**src/rtl/serial_link_pkg.sv**
```systemverilog
// Shared definitions for the serial word link: FSM state encoding, default word size, parity helper.
// The parity path is only exercised when SERIAL_PARITY_EN is defined.
package serial_link_pkg;

   typedef enum logic [1:0] {
      ST_IDLE    = 2'd0,
      ST_RECEIVE = 2'd1,
      ST_PARITY  = 2'd2
   } state_t;

   localparam int DEFAULT_WORD_LENGTH = 8;
   localparam int MAX_PARITY_WIDTH    = 64;

   // Even parity over a zero-extended vector: 1 means an odd number of ones was seen.
   function automatic logic even_parity(input logic [MAX_PARITY_WIDTH-1:0] bits);
      return ^bits;
   endfunction

endpackage

```
**src/rtl/serial_word_deserializer_bit_counter.sv**
```systemverilog
// Bit counter for the deserializer: sync clear, count enable, and a terminal flag on the
// last data bit of the frame. Wraps to zero when the terminal bit is counted.
module bit_counter #(
   parameter int WORD_LENGTH = 8
) (
   input  logic clk,
   input  logic reset,
   input  logic clear,
   input  logic enable,
   output logic terminal
);

   localparam int COUNT_WIDTH = $clog2(WORD_LENGTH + 1);
   localparam logic [COUNT_WIDTH-1:0] LAST_COUNT = COUNT_WIDTH'(WORD_LENGTH - 1);

   logic [COUNT_WIDTH-1:0] count;

   assign terminal = (count == LAST_COUNT);

   always_ff @(posedge clk or negedge reset) begin
      if (!reset) begin
         count <= '0;
      end else if (clear) begin
         count <= '0;
      end else if (enable) begin
         if (terminal) begin
            count <= '0;
         end else begin
            count <= count + 1'b1;
         end
      end
   end

endmodule

```
**src/rtl/serial_word_deserializer.sv**
```systemverilog
// MSB-first serial-to-parallel receiver with a one-deep valid/ready output slot and sticky overrun.
// Define SERIAL_PARITY_EN to add a trailing even-parity bit per frame and drive parityError.
module serial_word_deserializer
   import serial_link_pkg::*;
#(
   parameter int WORD_LENGTH = DEFAULT_WORD_LENGTH
) (
   input  logic                   clk,
   input  logic                   reset,
   input  logic                   start,
   input  logic                   serialInput,
   input  logic                   shift,
   input  logic                   clearOverrun,
   input  logic                   outReady,
   output logic [WORD_LENGTH-1:0] parallelOutput,
   output logic                   outValid,
   output logic                   busy,
   output logic                   overrun,
   output logic                   parityError
);

`ifdef SERIAL_PARITY_EN
   localparam state_t AFTER_DATA = ST_PARITY;
`else
   localparam state_t AFTER_DATA = ST_IDLE;
`endif

   state_t                 state;
   state_t                 next_state;
   logic [WORD_LENGTH-1:0] shift_reg;
   logic [WORD_LENGTH-1:0] word_in;
   logic                   last_bit;
   logic                   count_en;
   logic                   word_done;
   logic                   slot_free;

   bit_counter #(
      .WORD_LENGTH(WORD_LENGTH)
   ) u_bit_counter (
      .clk      (clk),
      .reset    (reset),
      .clear    (start),
      .enable   (count_en),
      .terminal (last_bit)
   );

   always_ff @(posedge clk or negedge reset) begin
      if (!reset) begin
         state <= ST_IDLE;
      end else begin
         state <= next_state;
      end
   end

   // start overrides everything, including a strobe arriving on the same cycle.
   always_comb begin
      next_state = state;
      if (start) begin
         next_state = ST_RECEIVE;
      end else begin
         unique case (state)
            ST_RECEIVE: if (shift && last_bit) next_state = AFTER_DATA;
            ST_PARITY:  if (shift) next_state = ST_IDLE;
            default:    next_state = state;
         endcase
      end
   end

   always_comb begin
      count_en  = 1'b0;
      word_done = 1'b0;
      if (!start) begin
         unique case (state)
            ST_RECEIVE: begin
               count_en = shift;
`ifndef SERIAL_PARITY_EN
               word_done = shift && last_bit;
`endif
            end
`ifdef SERIAL_PARITY_EN
            ST_PARITY: word_done = shift;
`endif
            default: begin
               count_en  = 1'b0;
               word_done = 1'b0;
            end
         endcase
      end
   end

   assign busy = (state != ST_IDLE);

`ifdef SERIAL_PARITY_EN
   assign word_in = shift_reg;
`else
   assign word_in = {shift_reg[WORD_LENGTH-2:0], serialInput};
`endif

   always_ff @(posedge clk or negedge reset) begin
      if (!reset) begin
         shift_reg <= '0;
      end else if (count_en) begin
         shift_reg <= {shift_reg[WORD_LENGTH-2:0], serialInput};
      end
   end

   // A consume on the completing edge frees the slot for the incoming word.
   assign slot_free = !outValid || outReady;

   always_ff @(posedge clk or negedge reset) begin
      if (!reset) begin
         parallelOutput <= '0;
         outValid       <= 1'b0;
         overrun        <= 1'b0;
      end else begin
         if (word_done && slot_free) begin
            parallelOutput <= word_in;
            outValid       <= 1'b1;
         end else if (outValid && outReady) begin
            outValid <= 1'b0;
         end

         if (word_done && !slot_free) begin
            overrun <= 1'b1;
         end else if (clearOverrun) begin
            overrun <= 1'b0;
         end
      end
   end

`ifdef SERIAL_PARITY_EN
   always_ff @(posedge clk or negedge reset) begin
      if (!reset) begin
         parityError <= 1'b0;
      end else if (word_done && slot_free) begin
         parityError <= even_parity(MAX_PARITY_WIDTH'({shift_reg, serialInput}));
      end
   end
`else
   assign parityError = 1'b0;
`endif

endmodule
```
**config.mk**
```make
export PLATFORM = sky130hd
export DESIGN_NAME = serial_word_deserializer
export DESIGN_NICKNAME = d
export VERILOG_FILES = /design/src/rtl/serial_link_pkg.sv /design/src/rtl/serial_word_deserializer_bit_counter.sv /design/src/rtl/serial_word_deserializer.sv
export SDC_FILE = /design/constraint.sdc
export NUM_CORES = 1
export LEC_CHECK = 0
export ABC_AREA = 0
export CORE_ASPECT_RATIO = 1.2
export CORE_UTILIZATION = 48
export CTS_CLUSTER_DIAMETER = 60
export DETAILED_ROUTE_END_ITERATION = 8
export HOLD_SLACK_MARGIN = 0.1
export PLACE_DENSITY = 0.72
export SYNTH_ARGS = -nofsm -noshare
export SYNTH_HDL_FRONTEND = slang
export SYNTH_SLANG_ARGS = --single-unit
export TNS_END_PERCENT = 10
```
**constraint.sdc**
```tcl
create_clock -name clk -period 2.2 [get_ports clk]
set_clock_uncertainty 0.15 [all_clocks]
set_input_delay 0.33 -clock clk [delete_from_list [all_inputs] [get_ports clk]]
set_output_delay 0.33 -clock clk [all_outputs]
set_load 0.05 [all_outputs]
```
==> flow_summary.json <==
{
  "slew_headroom_pct": 66.4,
  "critPathKind": "reg2out",
  "count_of_warning_messages_emitted_by_the_tools": 26,
  "fp-row-count": 16,
  "largest_register_ffs": 8,
  "drt-pass1-iter-count": 4,
  "die-height_um": 49.5,
  "critical_path_arrival_ns": 1.62,
  "cts_hold_buffers": 0,
  "critical-path-top-delay-family": "buffers and inverters",
  "setup_total_negative_slack_ns": 0,
  "synth.lib_cells_used.distinct": 21,
  "cts.root.buffer_cell": "clkbuf_4",
  "htree_levels": 1,
  "yosys_register_bits": 22,
  "netlist_area_sq_um": 903,
  "postSynthAreaPerCell_sq_um": 14.3,
  "post_layout_nonfiller_instances": 104,
  "cp_cell_sequence": "clkdlybuf4s50_1",
  "synthCells": 63,
  "tritoncts": "done",
  "io_pins": 19,
  "wire_per_inst_um": 14.0,
  "grt_max_degree": 23,
  "clk_transition_reported_paths_ns": 0.11,
  "grt_pass1_wl_um": 2620,
  "dpl.cell_count": 101,
  "top_cell_area_share_pct": 60.9,
  "drcViolationCount": 0,
  "power.density_nw_per_um2": 662,
  "area_delta_synth_final_pct": 26.6,
  "timing.critical_path.slowest_cell_delay_ns": 0.84,
  "postCtsSetupRepairBufs": 0,
  "clkLatencyLatePin_ns": 0.29,
  "cp.required_ns": 1.72,
  "worst_setup_path_end_kind": "output pin",
  "hp-class": "in2async",
  "postRouteWirelength_um": 1450,
  "grt_overflow_total": 0,
  "timing.fmax_ghz": 0.477,
  "core-area_sq_um": 1700,
  "grt_setup_unrepaired": "no",
  "gpl.final_weighted_congestion": 0.751,
  "critical_path.startpoint": "state[0]$_DFFE_PN0P_",
  "finalSetupViolations": 0,
  "place.detailed.hpwl_um": 1110,
  "finalPower_uw": 757,
  "worst_ir_drop_vdd_mv": 0.409,
  "slew_violations": 0,
  "outcome": "complete, no violations",
  "yosysCellCount": 63,
  "buffer_ports.inserted": 17,
  "cp_max_fo": 6,
  "yosys.stat.chipArea_sq_um": 903,
  "crit_path_top_delay_cell": "clkdlybuf4s50_1",
  "topCellsByArea": "dfrtp_1 61%, mux2_2 19%, nand3b_4 2.2%, nor3b_4 2.1%, a21oi_1 1.7%",
  "yosysSeqAreaShare_pct": 60.9,
  "cts_made_buffers": 3,
  "number_of_antenna_violations_at_the_first_check_in_global_routing": 0,
  "timing.final.crit_share_pct": 95.3,
  "antenna_violating_nets_post_route": 0,
  "floorplanUtilization_pct": 53.1,
  "die_w_um": 41.6,
  "numClockSinks": 22,
  "timing.critical_path.from_type": "flop",
  "post_route_cells_drive_above_1_share_pct": 31.4,
  "synth_warnings": 0,
  "synthesis.nets": 71,
  "r2r_start": "u_bit_counter.count[0]$_DFFE_PN0P_",
  "final-hold-violation-count": 0,
  "cts_buffer_depth": 2,
  "cts_resized": 0,
  "dr_total_vias": 567,
  "min_period_ns": 2.10,
  "first_global_vias": 594
}
synthesized netlist by cell type, drive strengths merged:
| cell type | n |
|---|---|
| a21oi | 3 |
| buf | 2 |
| conb | 1 |
| dfrtp | 22 |
| ha | 1 |
| inv | 1 |
| mux2 | 15 |
| nand2 | 3 |
| nand2b | 1 |
| nand3 | 3 |
| nand3b | 2 |
| nor2 | 1 |
| nor3b | 1 |
| o21ai | 2 |
| o22a | 1 |
| o32ai | 1 |
| or3b | 1 |
| or4 | 1 |
| xor2 | 1 |
cells in the final DEF, fill, tap and decap left out:
master	count
dfrtp_1	22
clkdlybuf4s50_1	17
mux2_2	15
buf_4	5
nand3_1	3
nand2_1	3
a21oi_1	3
clkbuf_4	3
o21ai_0	2
nand3b_4	1
nand3b_1	1
nand2b_1	1
nor3b_4	1
xor2_1	1
nor2_1	1
or3b_2	1
or4_1	1
o22a_2	1
inv_1	1
o32ai_1	1
ha_1	1
conb_1	1
metrics by stage:
step                      hold slack (ns)  setup WS [ns]  cell area, sq um
final                               0.224          0.104              1140
after global routing                0.237         0.0560              1140
after CTS                           0.231         0.0940              1140
after detailed placement            0.347          0.213              1120
after global placement              0.342          0.220              1120
after floorplan                    -0.116          0.351               903
layer usage:
metal | vias to the layer above | part of all wire, % | global-route usage [%]
met1 | 281 | 48 | 23.1
met2 | 17 | 47 | 26.3
met5 | - | 0 | 0
met4 | 0 | 0 | 4.84
met3 | 0 | 5.0 | 2.56
li1 | 269 | - | -
logic make-up (layout without fill, tap and decap cells):
| family | after synthesis | count (layout) | share of synthesized area, % |
|---|---|---|---|
| AND-OR/OR-AND | 7 | 7 | 4.85 |
| XOR/XNOR | 1 | 1 | 0.970 |
| adder cells (fa/ha/maj) | 1 | 1 | 1.38 |
| buffers and inverters | 3 | 26 | 1.80 |
| flip-flops | 22 | 22 | 60.9 |
| multiplexers | 15 | 15 | 18.7 |
| other | 1 | 1 | 0.415 |
| AND/OR/NAND/NOR | 13 | 13 | 10.9 |
layout make-up:
| cell class | count | area [sq um] |
|---|---|---|
| fill | 147 | 558 |
| sequential | 22 | 551 |
| multi-input combinational | 38 | 337 |
| timing repair buffer | 22 | 208 |
| clock buffer | 3 | 22.5 |
| tap | 18 | 22.5 |
| inverter | 1 | 3.75 |
path summary, 6_finish.rpt:
path | endpoint | slack (ns) | cells after the start
max | busy | 0.10 | 1
min | shift_reg[1]$_DFFE_PN0P_ | 0.22 | 2
max reg2reg | parallelOutput[2]$_DFFE_PN0P_ | 0.33 | 5
min reg2reg | parallelOutput[7]$_DFFE_PN0P_ | 0.37 | 1
max in group asynchronous | shift_reg[2]$_DFFE_PN0P_ | 1.46 | 2
min in group clk | parallelOutput[7]$_DFFE_PN0P_ | 0.37 | 1
where the power goes:
part           total, uW  internal, uW  switching, uW
Combinational       94.3          57.7           36.6
Clock                171          63.7            107
Sequential           492           456           35.6
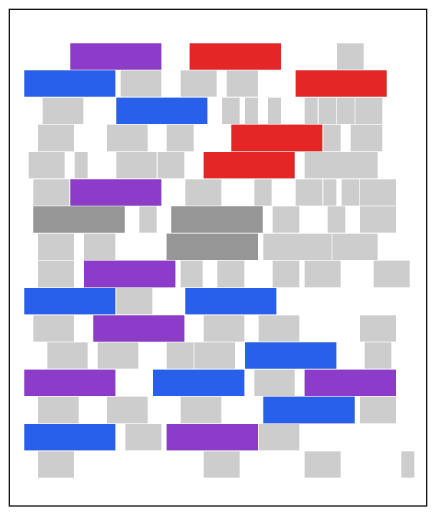
(images/flops_by_reg.png)
Scale: 10 px per um. Other sequential cells in the stronger gray, the rest of the logic in the fainter gray.
Key: u_bit_counter.count = red [sequential cells 4, where north]; parallelOutput = blue [sequential cells 8]; shift_reg = purple [sequential cells 7]

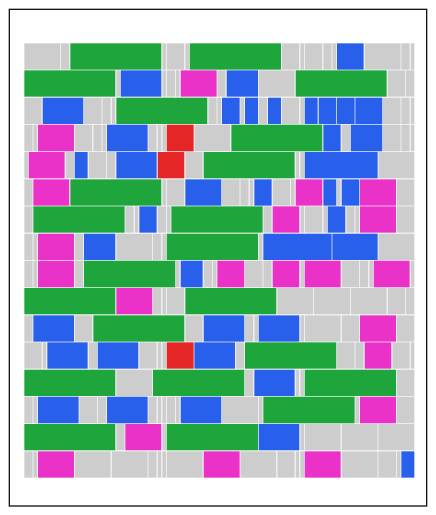
(images/placement_by_type.png)
Scale: 10 px per um. Fill, decap, tap and diode cells in gray.
Key: clock drivers = red [cells 3, share of their area 2.0%]; flops = green [cells 22, share of their area 49%]; combinational and other logic = blue [cells 39, share of their area 30%]; other buffers and delay cells = magenta [cells 22, share of their area 19%]
fraction of the core area covered by cells at the end of the flow: 67.2%
final instance area: 1140 sq um

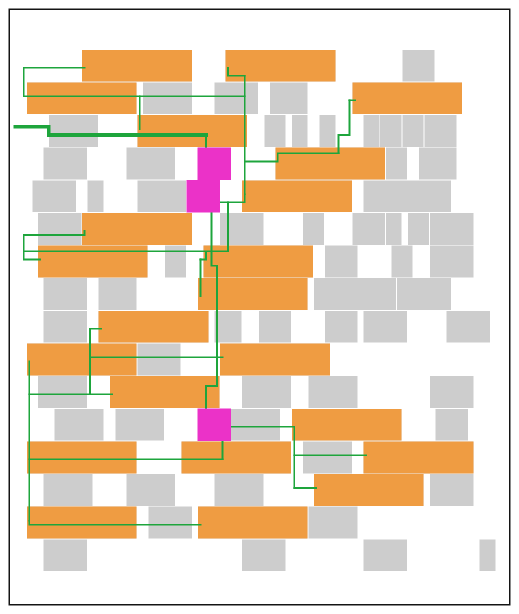
(images/clk_routes.png)
Scale: 12 px per um.
Key: clock wires = green [length 226 um]; flip-flops = orange [count 22]; clock drivers = magenta [count 3]
There are 4 routed clock nets.

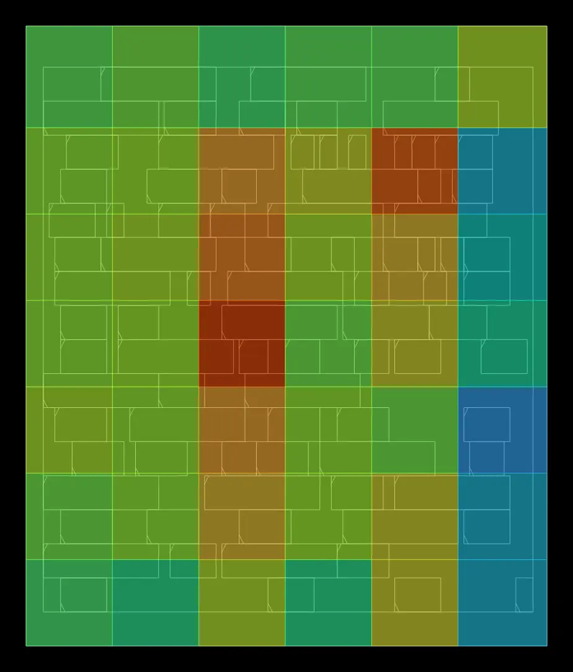
(images/congestion.png)
met1 Resource Use GR: 23.1%
met3 usage: 2.56%
Total GRT Usage: 16.4%
met2 GRT Util: 26.3%

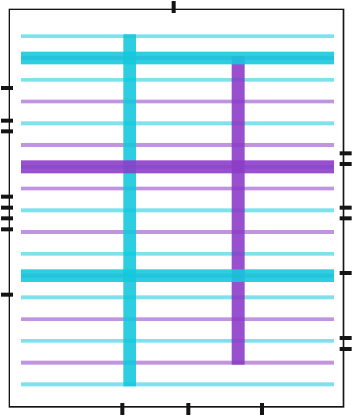
(images/power_grid.png)
Scale: 8 px per um. Pins as bars on the die edge.
Key: VDD = purple; VSS = cyan
The core has 16 rows. 17 met1 rails follow the rows.

No activity file was given, so power comes from the tool's default toggle rates.
